==> config.mk <==
export PLATFORM = sky130hd
export DESIGN_NAME = hilo_unit
export DESIGN_NICKNAME = d
export VERILOG_FILES = /design/src/rtl/hilo_unit.sv
export SDC_FILE = /design/constraint.sdc
export NUM_CORES = 1
export LEC_CHECK = 0
export CAP_MARGIN = 30
export CORE_MARGIN = 2
export CORE_UTILIZATION = 42
export DETAILED_ROUTE_END_ITERATION = 12
export GPL_TIMING_DRIVEN = 0
export PLACE_DENSITY_LB_ADDON = 0.05
export SETUP_SLACK_MARGIN = 0.5
export SLEW_MARGIN = 20
export SYNTH_ARGS = -nofsm -noshare
export SYNTH_HDL_FRONTEND = slang
export SYNTH_SLANG_ARGS = --single-unit
==> constraint.sdc <==
create_clock -name Clock -period 4.8 [get_ports Clock]
set_input_delay 0.96 -clock Clock [delete_from_list [all_inputs] [get_ports Clock]]
set_output_delay 0.96 -clock Clock [all_outputs]
set_load 0.05 [all_outputs]
Signal wires on met1:
Drawn at 4 px/um. Supply wires on this layer in gray. Cells faint in the background.
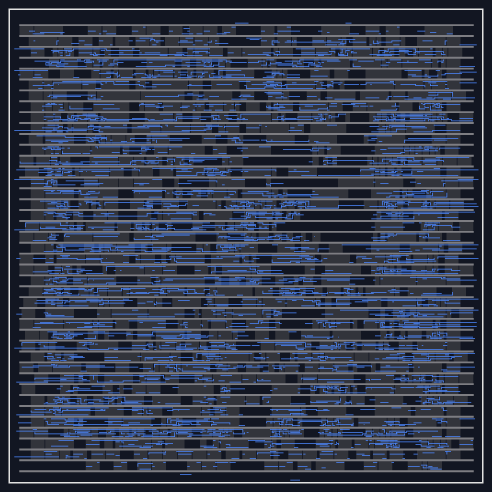
- nets with wire on the layer: 1003
- longest straight run: 35.4 um
- wire length on this layer: 7000 um
- share of all routed wire: 37%
wirelength, routed: 19.0 mm
GRT met1 Usage: 0.273
via count of the routed design: 5969

Signal wires on met2:
Drawn at 4 px/um.
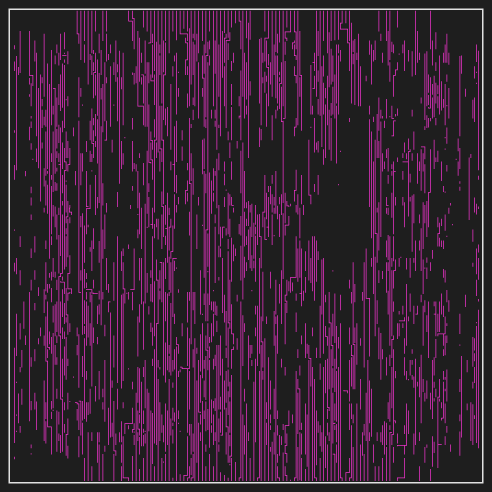
- nets with wire on the layer: 990
- share of all routed wire: 51%
- longest straight run: 49.6 um
- wire length on this layer: 9730 um
GR Util met2: 0.480

Met3 routing:
Drawn at 4 px/um. Cells faint in the background.
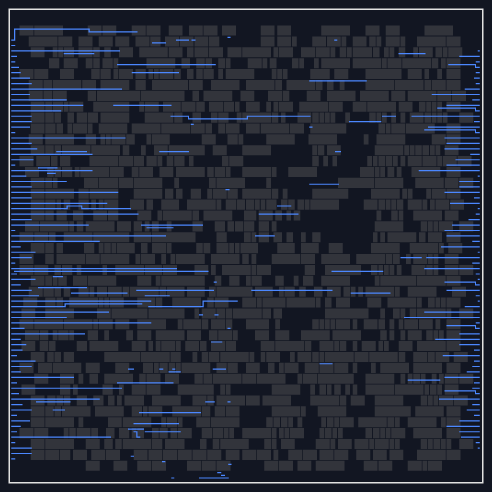
- nets with wire on the layer: 192
- main direction: horizontal
- wire length on this layer: 1730 um
- share of all routed wire: 9.1%
- longest straight run: 48.3 um
met3 GRT Util: 0.106

==> summary.txt <==
yosys + openroad results -> # hold bufs at CTS=0, Worst Path Max Fanout=7, DRC violations left=0, met3 routed WL=1.73 mm, Clock Root Buffer=clkbuf_16, status=finished, final reports clean, logic share of the area=0.264, Congestion Overflow GR=0, count leader, synth=dfxtp_1, Synth logic family=AND-OR/OR-AND gates, Synthesis Warnings=0, Seq pwr share=0.324, Power Dens Cells=446 nW/um2, Top class by area=non-clock buffers, Non-CTS buffers=349, post-route ant nets=0, Async SR Flop Fraction=0, yosys adder share=0.00917, count of multi-input gates=470, CTS buffer count=17, Tmin final=3.53 ns, Synth Flop Type=dfxtp_1, Slew HR=0.578, hold_ws=0.453 ns, Sequential Power=1.35 mW, net switching power=1.40 mW, Post-Layout Inst Area=9310 um2, Die X=118 um, Max Root-Sink Buffers=2, worst path arrival time=2.57 ns, Avg Inst Size Synth=8.22 um2, clock latency at the later pin of the worst-skew pair=0.41 ns, Nets=1151, logic area=2460 um2, flip-flops with a built-in enable=0, Met2 Wirelength=9.73 mm, Layout Utilization=0.735, Max-area cell share=0.502, Tot Pwr=4.15 mW
Power and IR drop assume default switching activity.
